==> config.mk <==
export PLATFORM = sky130hd
export DESIGN_NAME = interrupt_dispatcher_flat
export DESIGN_NICKNAME = d
export VERILOG_FILES = /design/src/rtl/interrupt_pkg.sv /design/src/rtl/interrupt_dispatcher_if.sv /design/src/rtl/interrupt_priority_picker.sv /design/src/rtl/interrupt_dispatcher.sv /design/src/flat_wrapper.sv
export SDC_FILE = /design/constraint.sdc
export NUM_CORES = 1
export LEC_CHECK = 0
export CAP_MARGIN = 20
export CELL_PAD_IN_SITES_DETAIL_PLACEMENT = 0
export CELL_PAD_IN_SITES_GLOBAL_PLACEMENT = 1
export CORE_MARGIN = 4
export CORE_UTILIZATION = 30
export DETAILED_ROUTE_END_ITERATION = 8
export PLACE_DENSITY_LB_ADDON = 0.05
export SYNTH_ARGS = -nofsm -noshare
export SYNTH_HDL_FRONTEND = slang
export SYNTH_SLANG_ARGS = --single-unit
==> constraint.sdc <==
create_clock -name clk -period 1.9 [get_ports clk]
set_input_delay 0.57 -clock clk [delete_from_list [all_inputs] [get_ports clk]]
set_output_delay 0.57 -clock clk [all_outputs]
set_load 0.01 [all_outputs]
### Metal 3, run 1

Bar = 20 µm.
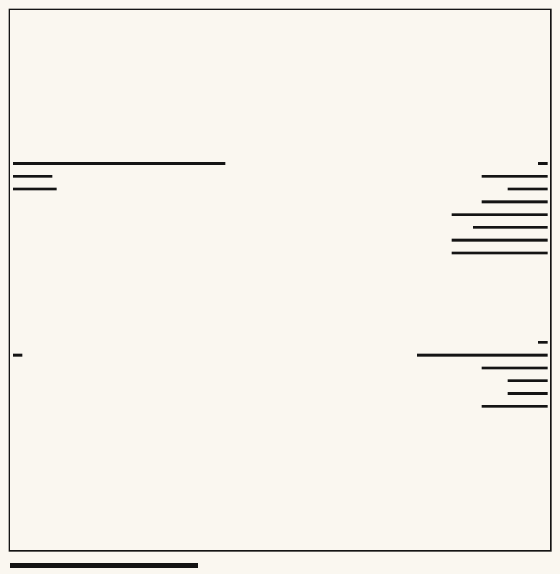
The longest straight run is 22.3 µm. The wires run mostly horizontal.
Detailed Route WL: 1955 µm
GR Util met3: 2.941%
total number of vias: 628

### Cell placement, run 1

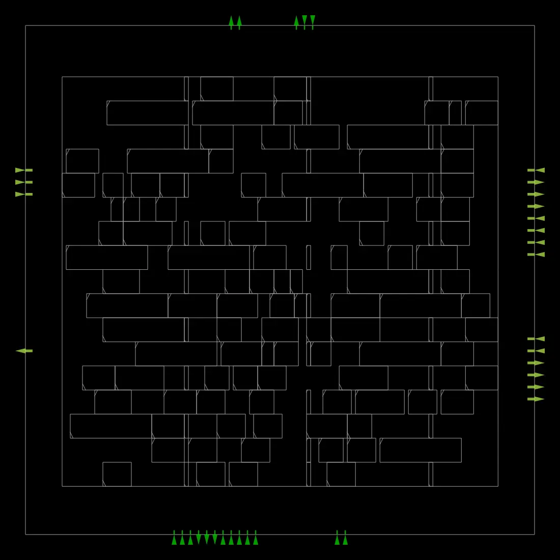
Std-Cell Rows: 17
Non-Filler Instances: 132
flop count: 16
Core Region: 0.002276 mm²
tap cells: 28

### Local utilization, run 1

11 x 11 tiles, from black (low) to pale yellow (high), 0 to 100% covered.
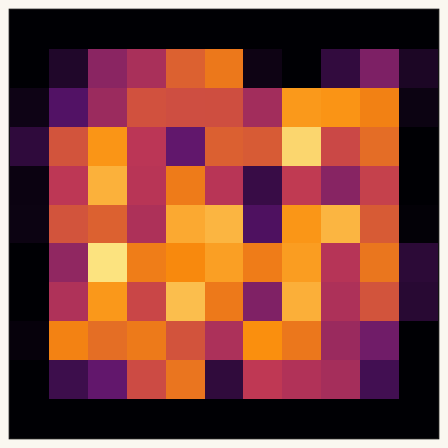
The densest ninth of the die: center. The fullest tile reaches 94%. The mean over all tiles is 37%. 13% of the tiles are over 75% full. 27% of the tiles are nearly empty.
final core utilization: 55.03%
FP Util: 32.27%

### Logic cells by family, run 1

Bar = 20 µm.
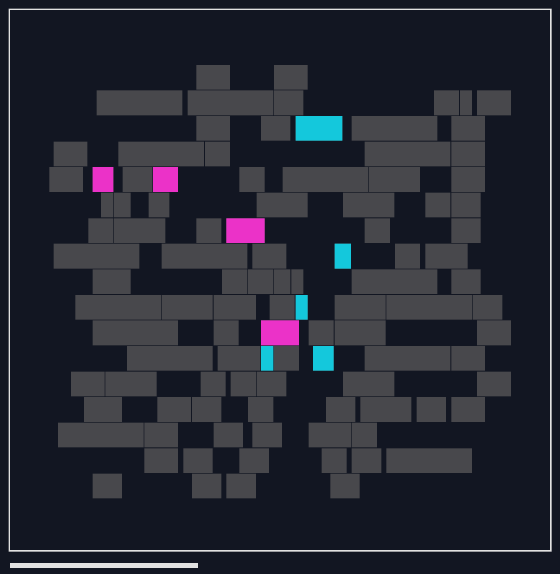
NAND gates: marked cyan, cells 5, where center. AND and OR gates: marked magenta, cells 4.
logic share of the area: 27.97%
Top cell excl fill/tap: dlygate4sd2_1

==> results.txt, run 1 <==
impl run done, here's what came out: status=complete, no violations, Setup CP Type=input port to flip-flop, Fillers=216, CTS tree=built, busiest layer in global routing=met2, xor and xnor area share after synthesis=0%, first-pass GRT wire length=3249 µm, unrepaired setup endpoints after global routing=no, pre-CTS setup slack=-453.2 ps, Slew headroom=84.71%, worst path cell trace=dlygate4sd2_1 -> a22oi_2 -> a41o_1 -> or3_4 -> mux2_4, RePlAce Congestion=0.7337, Top cells excl fill/tap=18 x dlygate4sd2_1, 17 x clkdlybuf4s50_1, 16 x dfrtp_1, P_clk=0.176 mW, Flop area=400.4 µm², Final Instance Area=0.001252 mm², grt total ovfl=0, max reg flops=8, Post-Synth Adder-Cell Area=0%, final setup margin=90.43 ps, largest net degree at the start of global routing=17, CP delay by family, top=simple AND/OR/NAND/NOR gates, Multi-In Gates=33, Critical Path RT=2070 ps, Logic power comb=0.696 mW, initial antenna violation count=0, Async SR Flop Fraction=100.0%, WP depth=5, maximum vdd drop=0.6766 mV, die area=0.003304 mm², drt via density=4.758, Layout area overhead=70.53%, Main area contributors=dfrtp_1 55%, mux2_4 20%, a22oi_1 5.1%, mux2_2 3.1%, a32oi_1 2.4%, Net Sw Frac=29.72%, Total GRT Usage=12.72%, met1 usage=15.99%, largest area contributor in the netlist=dfrtp_1, r2r worst-path depth=2, distinct lib cells=19, clock root cell=clkbuf_4, Max-Cap Viols=0, Worst Path Arrival=1980 ps, IO Port Bufs=35, final setup vio count=0, setup TNS=0 ps, area post-placement=0.001206 mm², antenna cells=0, Simple-Gate Area Share=6.814%, pins over their slew limit=0, mean post-synth cell area=14.12 µm², final cycle utilization of the critical path=95.24%, Chip Area, Yosys=734.5 µm², H-tree levels=1, top cell type's share of synthesized area=54.51%, clk slew on worst S/H paths=90 ps, Clock power frac=11.9%, Setup Skew=1.445 ps, Late-Pin Clk Latency=280 ps, Hold Path Class=flip-flop to flip-flop, area of the mapped netlist=734.5 µm², pwr dens=1183 mW/mm², post-CTS setup buffers=1, P_sw=0.4405 mW, Worst Tran Pin Value=229.4 ps, Top pwr grp=combinational logic, wire per inst=14.81 µm, met2 routed WL=1003 µm, total power=1.482 mW, Ports=36, share of power burned in combinational logic=46.9%, Worst path slowest cell=or3_4, ANT nets after route=0
==> run 2, diff against run 1 <==
--- a/config.mk
+++ b/config.mk
@@ -11,6 +11,7 @@
 export CORE_MARGIN = 4
 export CORE_UTILIZATION = 30
 export DETAILED_ROUTE_END_ITERATION = 8
+export HOLD_SLACK_MARGIN = 0.03
 export PLACE_DENSITY_LB_ADDON = 0.05
 export SYNTH_ARGS = -nofsm -noshare
 export SYNTH_HDL_FRONTEND = slang
### Local utilization, run 2

11 x 11 tiles, from black (low) to pale yellow (high), 0 to 100% covered.
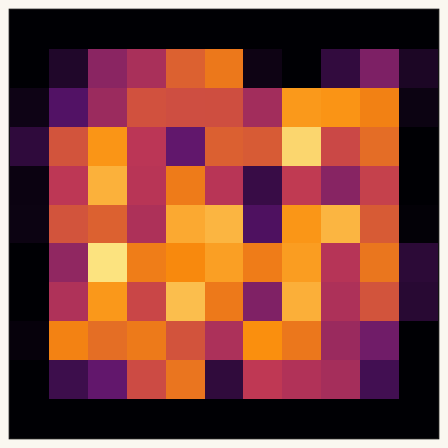
13% of the tiles are over 75% full. The densest ninth of the die: center. The mean over all tiles is 37%.

==> run 2 against run 1 <==
Via count stayed put. Hold slack did not move. Combinational power barely moved. Critical path depth is the same. Critical path type unchanged. Highest routed layer unchanged.
==> results.txt, run 2 <==
impl run done, here's what came out: met1 usage=15.99% (unchanged), tap cells=28 (unchanged), Total GRT Usage=12.72% (unchanged), clk slew on worst S/H paths=90 ps (about the same), grt total ovfl=0 (unchanged), status=complete, no violations (unchanged), largest net degree at the start of global routing=17 (unchanged), wire per inst=14.81 µm (unchanged), worst path cell trace=dlygate4sd2_1 -> a22oi_2 -> a41o_1 -> or3_4 -> mux2_4 (unchanged), Top pwr grp=combinational logic (unchanged), P_sw=0.4405 mW (unchanged), antenna cells=0 (unchanged), initial antenna violation count=0 (unchanged), maximum vdd drop=0.6766 mV (unchanged), area post-placement=0.001206 mm² (unchanged), drt via density=4.758 (unchanged), final setup vio count=0 (unchanged), Layout area overhead=70.53% (unchanged), WP depth=5 (unchanged), H-tree levels=1 (unchanged), Setup CP Type=input port to flip-flop (unchanged), CTS tree=built (unchanged), P_clk=0.176 mW (about the same), final core utilization=55.03% (unchanged), Hold Path Class=flip-flop to flip-flop (unchanged), CP delay by family, top=simple AND/OR/NAND/NOR gates (unchanged), Multi-In Gates=33 (unchanged), Async SR Flop Fraction=100.0% (unchanged), Logic power comb=0.696 mW (about the same), share of power burned in combinational logic=46.9% (about the same), Non-Filler Instances=132 (unchanged), unrepaired setup endpoints after global routing=no (unchanged), max reg flops=8 (unchanged), Flop area=400.4 µm² (unchanged), Detailed Route WL=1955 µm (unchanged), RePlAce Congestion=0.7337 (unchanged), Post-Synth Adder-Cell Area=0% (unchanged), flop count=16 (unchanged), total power=1.482 mW (unchanged)
### Cell placement, run 2

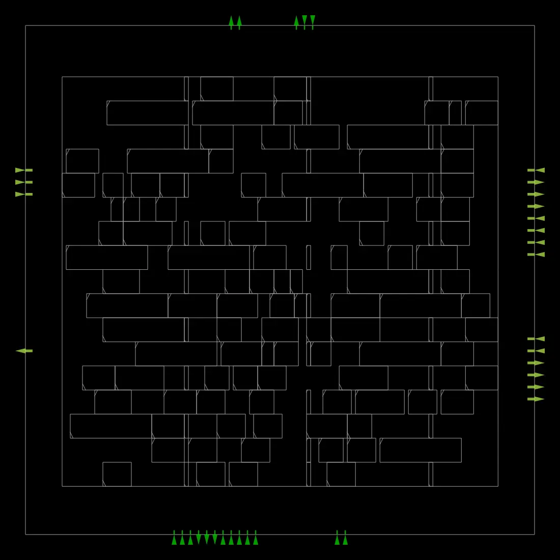
Seq/total area: 31.97%
Fillers: 216

Power is estimated from default activity; no workload was simulated.
